## config.mk

```make
export PLATFORM = sky130hd
export DESIGN_NAME = seg_scan_decoder
export DESIGN_NICKNAME = d
export VERILOG_FILES = /design/src/rtl/seg_scan_decoder.sv
export SDC_FILE = /design/constraint.sdc
export NUM_CORES = 1
export LEC_CHECK = 0
export CAP_MARGIN = 0
export CORE_AREA = 5 5 98 136
export DETAILED_ROUTE_END_ITERATION = 12
export DIE_AREA = 0 0 103 141
export GPL_ROUTABILITY_DRIVEN = 0
export PLACE_DENSITY = 0.74
export SETUP_SLACK_MARGIN = 0.4
export SYNTH_ARGS = -nofsm -noshare
export SYNTH_HDL_FRONTEND = slang
export SYNTH_SLANG_ARGS = --single-unit
```

## constraint.sdc

```tcl
create_clock -name clk -period 3.9 [get_ports clk]
set_input_delay 0.39 -clock clk [delete_from_list [all_inputs] [get_ports clk]]
set_output_delay 0.39 -clock clk [all_outputs]
set_load 0.02 [all_outputs]
```

## src/rtl/seg_scan_decoder.sv

```systemverilog
// Passive snooper for a multiplexed, active-low 4-digit 7-segment bus.
// Recovers each digit's hex value plus valid / blank / stale status.
module seg_scan_decoder #(
    parameter int SETTLE  = 4,
    parameter int TIMEOUT = 65536
) (
    input  logic        clk,
    input  logic        reset,
    input  logic [3:0]  an,
    input  logic [6:0]  seg,
    output logic [15:0] digits,
    output logic [3:0]  valid,
    output logic [3:0]  blank,
    output logic        bad_pattern,
    output logic        err_sticky,
    output logic        frame_done
);
    localparam int CNT_W = $clog2(SETTLE + 1);
    localparam int AGE_W = $clog2(TIMEOUT + 1);
    localparam logic [CNT_W-1:0] CNT_LAST = CNT_W'(SETTLE - 1);
    localparam logic [CNT_W-1:0] CNT_FULL = CNT_W'(SETTLE);
    localparam logic [AGE_W-1:0] AGE_MAX  = AGE_W'(TIMEOUT);
    localparam logic [AGE_W-1:0] AGE_LAST = AGE_W'(TIMEOUT - 1);
    localparam logic [6:0]       SEG_OFF  = 7'h7F;

    localparam logic [1:0] ST_WAIT    = 2'd0;
    localparam logic [1:0] ST_SETTLE  = 2'd1;
    localparam logic [1:0] ST_CAPTURE = 2'd2;
    localparam logic [1:0] ST_HOLD    = 2'd3;

    function automatic logic an_legal(input logic [3:0] a);
        logic ok;
        case (a)
            4'b1110, 4'b1101, 4'b1011, 4'b0111: ok = 1'b1;
            default:                            ok = 1'b0;
        endcase
        return ok;
    endfunction

    function automatic logic [1:0] an_index(input logic [3:0] a);
        logic [1:0] idx;
        case (a)
            4'b1101: idx = 2'd1;
            4'b1011: idx = 2'd2;
            4'b0111: idx = 2'd3;
            default: idx = 2'd0;
        endcase
        return idx;
    endfunction

    // Returns {hit, value}; hit=0 means the pattern is not a hex glyph.
    function automatic logic [4:0] glyph_decode(input logic [6:0] s);
        logic [4:0] r;
        case (s)
            7'h40:   r = 5'h10;
            7'h79:   r = 5'h11;
            7'h24:   r = 5'h12;
            7'h30:   r = 5'h13;
            7'h19:   r = 5'h14;
            7'h12:   r = 5'h15;
            7'h02:   r = 5'h16;
            7'h78:   r = 5'h17;
            7'h00:   r = 5'h18;
            7'h18:   r = 5'h19;
            7'h08:   r = 5'h1A;
            7'h03:   r = 5'h1B;
            7'h46:   r = 5'h1C;
            7'h21:   r = 5'h1D;
            7'h06:   r = 5'h1E;
            7'h0E:   r = 5'h1F;
            default: r = 5'h00;
        endcase
        return r;
    endfunction

    logic [3:0]       an_r;
    logic [6:0]       seg_r;
    logic [3:0]       an_lat_r;
    logic [6:0]       seg_lat_r;
    logic [1:0]       state_r;
    logic [1:0]       state_nxt_s;
    logic [CNT_W-1:0] cnt_r;
    logic [CNT_W-1:0] cnt_nxt_s;
    logic             latch_s;
    logic             changed_s;
    logic [3:0]       seen_r;
    logic [AGE_W-1:0] age_r [4];
    logic             cap_s;
    logic [1:0]       cap_idx_s;
    logic [4:0]       glyph_s;
    logic             is_off_s;
    logic             is_bad_s;
    logic [3:0]       cap_mask_s;

    assign changed_s = (an_r != an_lat_r) || (seg_r != seg_lat_r);

    // Input sampling register and the pattern latch the FSM compares against.
    always_ff @(posedge clk or posedge reset) begin
        if (reset) begin
            an_r      <= 4'hF;
            seg_r     <= SEG_OFF;
            an_lat_r  <= 4'hF;
            seg_lat_r <= SEG_OFF;
            state_r   <= ST_WAIT;
            cnt_r     <= '0;
        end else begin
            an_r    <= an;
            seg_r   <= seg;
            state_r <= state_nxt_s;
            cnt_r   <= cnt_nxt_s;
            if (latch_s) begin
                an_lat_r  <= an_r;
                seg_lat_r <= seg_r;
            end
        end
    end

    // Settle FSM: a capture needs SETTLE consecutive identical legal samples.
    always_comb begin
        state_nxt_s = state_r;
        cnt_nxt_s   = cnt_r;
        latch_s     = 1'b0;
        case (state_r)
            ST_WAIT, ST_HOLD: begin
                if ((state_r == ST_WAIT) || changed_s) begin
                    if (an_legal(an_r)) begin
                        state_nxt_s = ST_SETTLE;
                        cnt_nxt_s   = CNT_W'(1);
                        latch_s     = 1'b1;
                    end else begin
                        state_nxt_s = ST_WAIT;
                    end
                end else begin
                    state_nxt_s = ST_HOLD;
                end
            end
            ST_SETTLE: begin
                if (changed_s) begin
                    latch_s   = 1'b1;
                    cnt_nxt_s = CNT_W'(1);
                    if (an_legal(an_r)) begin
                        state_nxt_s = ST_SETTLE;
                    end else begin
                        state_nxt_s = ST_WAIT;
                    end
                end else if (cnt_r >= CNT_LAST) begin
                    cnt_nxt_s   = CNT_FULL;
                    state_nxt_s = ST_CAPTURE;
                end else begin
                    cnt_nxt_s = cnt_r + CNT_W'(1);
                end
            end
            ST_CAPTURE: state_nxt_s = ST_HOLD;
            default:    state_nxt_s = ST_WAIT;
        endcase
    end

    // Classify the latched pattern while in CAPTURE.
    always_comb begin
        cap_s     = (state_r == ST_CAPTURE);
        cap_idx_s = an_index(an_lat_r);
        glyph_s   = glyph_decode(seg_lat_r);
        is_off_s  = (seg_lat_r == SEG_OFF);
        if (cap_s) begin
            cap_mask_s = 4'b0001 << cap_idx_s;
            is_bad_s   = !glyph_s[4] && !is_off_s;
        end else begin
            cap_mask_s = 4'b0000;
            is_bad_s   = 1'b0;
        end
    end

    // Per-digit status, ageing, error flags and frame tracking.
    always_ff @(posedge clk or posedge reset) begin
        if (reset) begin
            digits      <= 16'h0000;
            valid       <= 4'b0000;
            blank       <= 4'b0000;
            bad_pattern <= 1'b0;
            err_sticky  <= 1'b0;
            frame_done  <= 1'b0;
            seen_r      <= 4'b0000;
            for (int k = 0; k < 4; k++) begin
                age_r[k] <= '0;
            end
        end else begin
            bad_pattern <= is_bad_s;
            err_sticky  <= err_sticky | is_bad_s;
            // A capture on the frame_done edge starts the next frame's mask.
            if (seen_r == 4'b1111) begin
                frame_done <= 1'b1;
                seen_r     <= cap_mask_s;
            end else begin
                frame_done <= 1'b0;
                seen_r     <= seen_r | cap_mask_s;
            end
            for (int k = 0; k < 4; k++) begin
                if (cap_mask_s[k]) begin
                    age_r[k] <= '0;
                    if (glyph_s[4]) begin
                        digits[4*k +: 4] <= glyph_s[3:0];
                        valid[k]         <= 1'b1;
                        blank[k]         <= 1'b0;
                    end else if (is_off_s) begin
                        valid[k] <= 1'b0;
                        blank[k] <= 1'b1;
                    end else begin
                        valid[k] <= 1'b0;
                        blank[k] <= 1'b0;
                    end
                end else if (age_r[k] != AGE_MAX) begin
                    age_r[k] <= age_r[k] + AGE_W'(1);
                    if (age_r[k] == AGE_LAST) begin
                        valid[k] <= 1'b0;
                        blank[k] <= 1'b0;
                    end
                end
            end
        end
    end
endmodule

```

Fig. 1: run 1, wiring by layer
Only two layers are drawn.
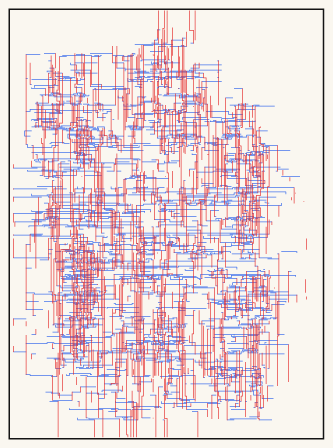
legend:
  red:
    layer: M2
    wire_length: 6700 um
  blue:
    layer: M1
    wire_length: 5400 um
Tot GR Track Use: 19.3%
DRT Wirelength: 13000 um
WL per Instance: 15.9 um
vias: 4630

Fig. 2: run 1, routing congestion map
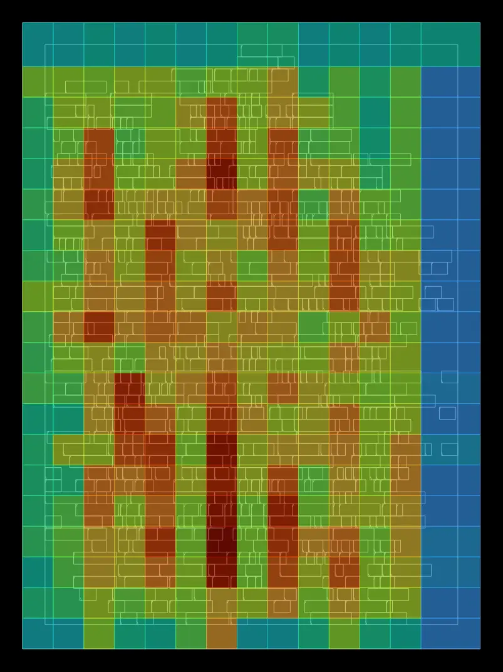
GR met1 Demand/Resource: 23.3%
post-layout util: 61.2%
GRT busiest layer: met2
M2 GR Usage: 32.0%

==> impl_metrics.json, run 1 <==
{
  "status": "finished clean",
  "fin_setup_tns_ps": 0,
  "p_clk_share_pct": 31.5,
  "p_leak_nw": 3.36,
  "cts_root_buf": "clkbuf_16",
  "internal_power_w": 0.00340,
  "dr_wl_met3_um": 463,
  "worst_pin_slew_ps": 952,
  "crit_path_end_kind": "register",
  "hold_end": "seg_r[1]",
  "yosysChipArea_um2": 6270,
  "largest_class": "registers",
  "synthArstFlopShare_pct": 100,
  "area_growth_pct": 18.4,
  "crit_type": "register to register",
  "cts.sinks": 126,
  "nets": 683,
  "dr.max_layer_used": "met4",
  "maxCapViolations": 0,
  "hold_viol_final": 0,
  "crit_cells": 6,
  "rsz0062_at_grt": "false",
  "fill_cells": 1004,
  "top_cell": "dfrtp_1",
  "synth.net_count": 641,
  "synth_warnings": 0,
  "cp-endpoint": "an_lat_r[2]",
  "clock_net_power_w": 0.00161,
  "cpPeakStageDelay_ps": 690,
  "num_antenna_cells": 0
}
Fig. 3: run 1, metal 4
Cells faint in the background.
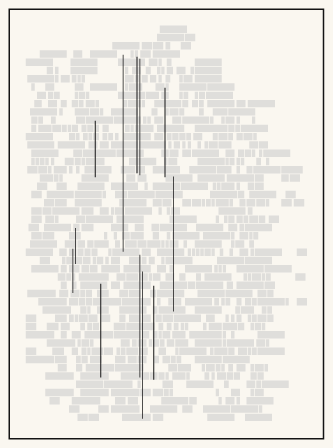
nets with wire on the layer: 9
longest straight run: 64.6 um
share of all routed wire: 3.1%
main direction: vertical
wire length on this layer: 408 um

==> run 1: cell usage in the layout, fill, tap and decap left out, types with 12 or more instances in the layout <==
cell	Yosys	final
clkdlybuf4s50_1	0	39
nand4_1	12	12
and3_1	17	17
ha_1	17	17
clkbuf_16	0	17
mux2_2	15	15
xor2_1	51	51
a21oi_1	24	24
nand2_1	48	48
dfrtp_1	104	104
nor4_1	15	15
nand3_1	34	34
nor2_1	76	76
dfstp_2	22	22
inv_1	26	25
xnor2_1	16	16
==> run 1: state kept, by name, indices dropped and copies added, names as in the netlist, 3 cells and up, named ones only <==
name,cells
seen_r,4
seg_r,7
seg_lat_r,7
age_r,68
an_lat_r,4
cnt_r,3
valid,4
an_r,4
digits,16
blank,4
==> run 2, diff against run 1 <==
Clock period 3.9 ns to 2.3 ns, I/O delays scaled along.
Fig. 4: run 2, routing congestion map
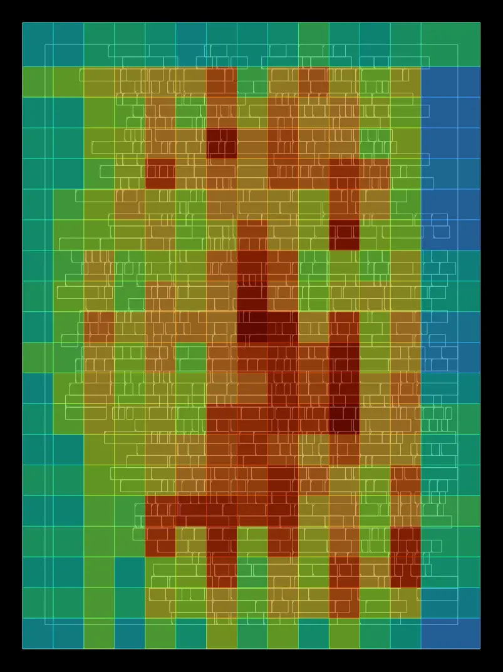
M2 GR Usage: 37.4%
met3 Usage GRT: 4.95%

Fig. 5: run 2, close-up of the layout
Window x 65 to 90, y 23 to 48 um. Cells in gray, sequential cells in the stronger gray; small squares are vias.
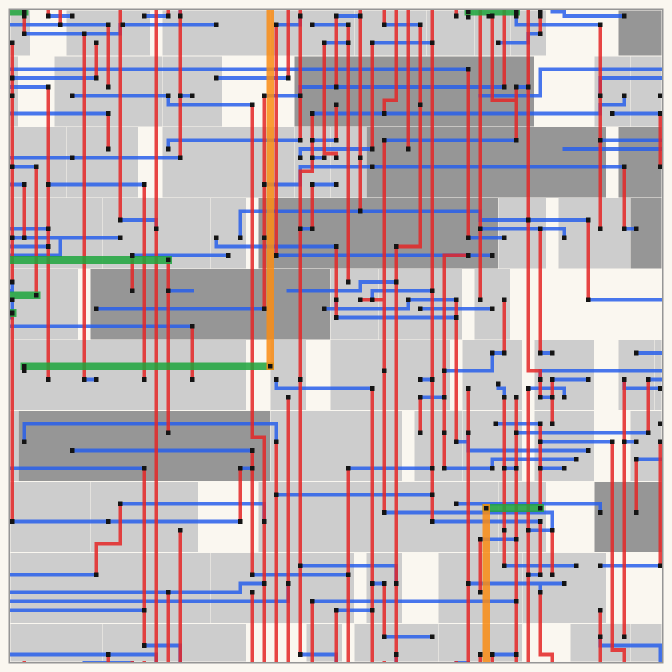
legend:
  blue:
    layer: M1
  red:
    layer: M2
  green:
    layer: M3
  orange:
    layer: M4
sequential cells in the window: 5
cells with their middle in the window: 53
netlist names of flops here include: age_r (3)
most frequent: nor2_1 (8), xor2_1 (5), buf_6 (5)

==> run 2 against run 1 <==
Maximum frequency grew 15%; die area is the same; register-to-register slack lost 1300 ps; global-route usage grew 2.1 points; synthesized cell count is the same; largest power group is now combinational logic; routed wire length grew 17%; setup slack lost 1300 ps; hold slack lost 160 ps; core utilization grew 7.2 points; cell area grew 12%; combinational power grew to 2.7 times the previous value.
==> impl_metrics.json, run 2 <==
{
  "status": "finished clean",
  "hold_viol_final": 0,
  "cts_root_buf": "clkbuf_16",
  "cpPeakStageDelay_ps": 530,
  "synth_warnings": 0,
  "seqCellArea_um2": 3180,
  "worstPathRequired_ps": 2600,
  "top_regs": "age_r: 68 flops, digits: 16 flops",
  "lay_top_count": "dfrtp_1",
  "cp-endpoint": "digits[8]",
  "cts.sinks": 126,
  "sequentialPowerShare_pct": 33.9,
  "internal_power_w": 0.00642,
  "fin_setup_tns_ps": 0,
  "wl_per_cell_um": 17.3,
  "nets": 742,
  "hold_end": "an_r[1]",
  "worst_pin_slew_ps": 656,
  "grt_max_degree": 40,
  "largest_reg_flops": 68,
  "vdd_drop_max_v": 0.000548,
  "grt_usage_pct": 21.4,
  "comb-power_w": 0.00392,
  "clock_net_power_w": 0.00266,
  "largest-register": "age_r",
  "fill_cells": 823,
  "largest_class": "multi-input combinational cells",
  "yosysChipArea_um2": 6270,
  "p_clk_share_pct": 26.7,
  "synth.net_count": 641,
  "top_cell": "dfrtp_1",
  "p_leak_nw": 3.78,
  "crit_path_end_kind": "register",
  "area_growth_pct": 32.3,
  "maxCapViolations": 0,
  "synthArstFlopShare_pct": 100,
  "lay_top_cells": "dfrtp_1, nor2_1, xor2_1",
  "crit_cells": 6,
  "routed_wl_um": 15100,
  "crit_type": "register to register",
  "syn-mean-instance-area_um2": 10.3,
  "rsz0062_at_grt": "true",
  "num_vias": 5057
}
-- run 2: cell counts after synthesis --
No cell type changed its count.
-- run 2: through the flow --
stage                     util (%)  area (um2)  worst slack [ps]  hold WS (ps)  total power [W]
after CTS                     66.0        8010               125           213          0.00947
after global placement        58.1        7050               120           462          0.00611
after global routing          68.4        8300              19.1           207           0.0105
after detailed placement      58.1        7050              77.6           475          0.00623
after floorplan                  -        6390               191           234          0.00540
final                         68.4        8300              57.1           223          0.00996
-- run 2: per-layer routing --
layer,vias up,routed length [um],GRT usage [%]
met5,-,0,0
met2,165,8040,37.4
met1,2512,5840,24.5
li1,2337,-,-
met4,0,473,9.41
met3,43,777,4.95
-- run 2: repair_timing --
item	CTS	global route
pin swaps	10	14
endpoints found under the setup margin	38	42
cloned	1	1
resized	31	36
setup buffers	27	14
Power and IR drop assume default switching activity.
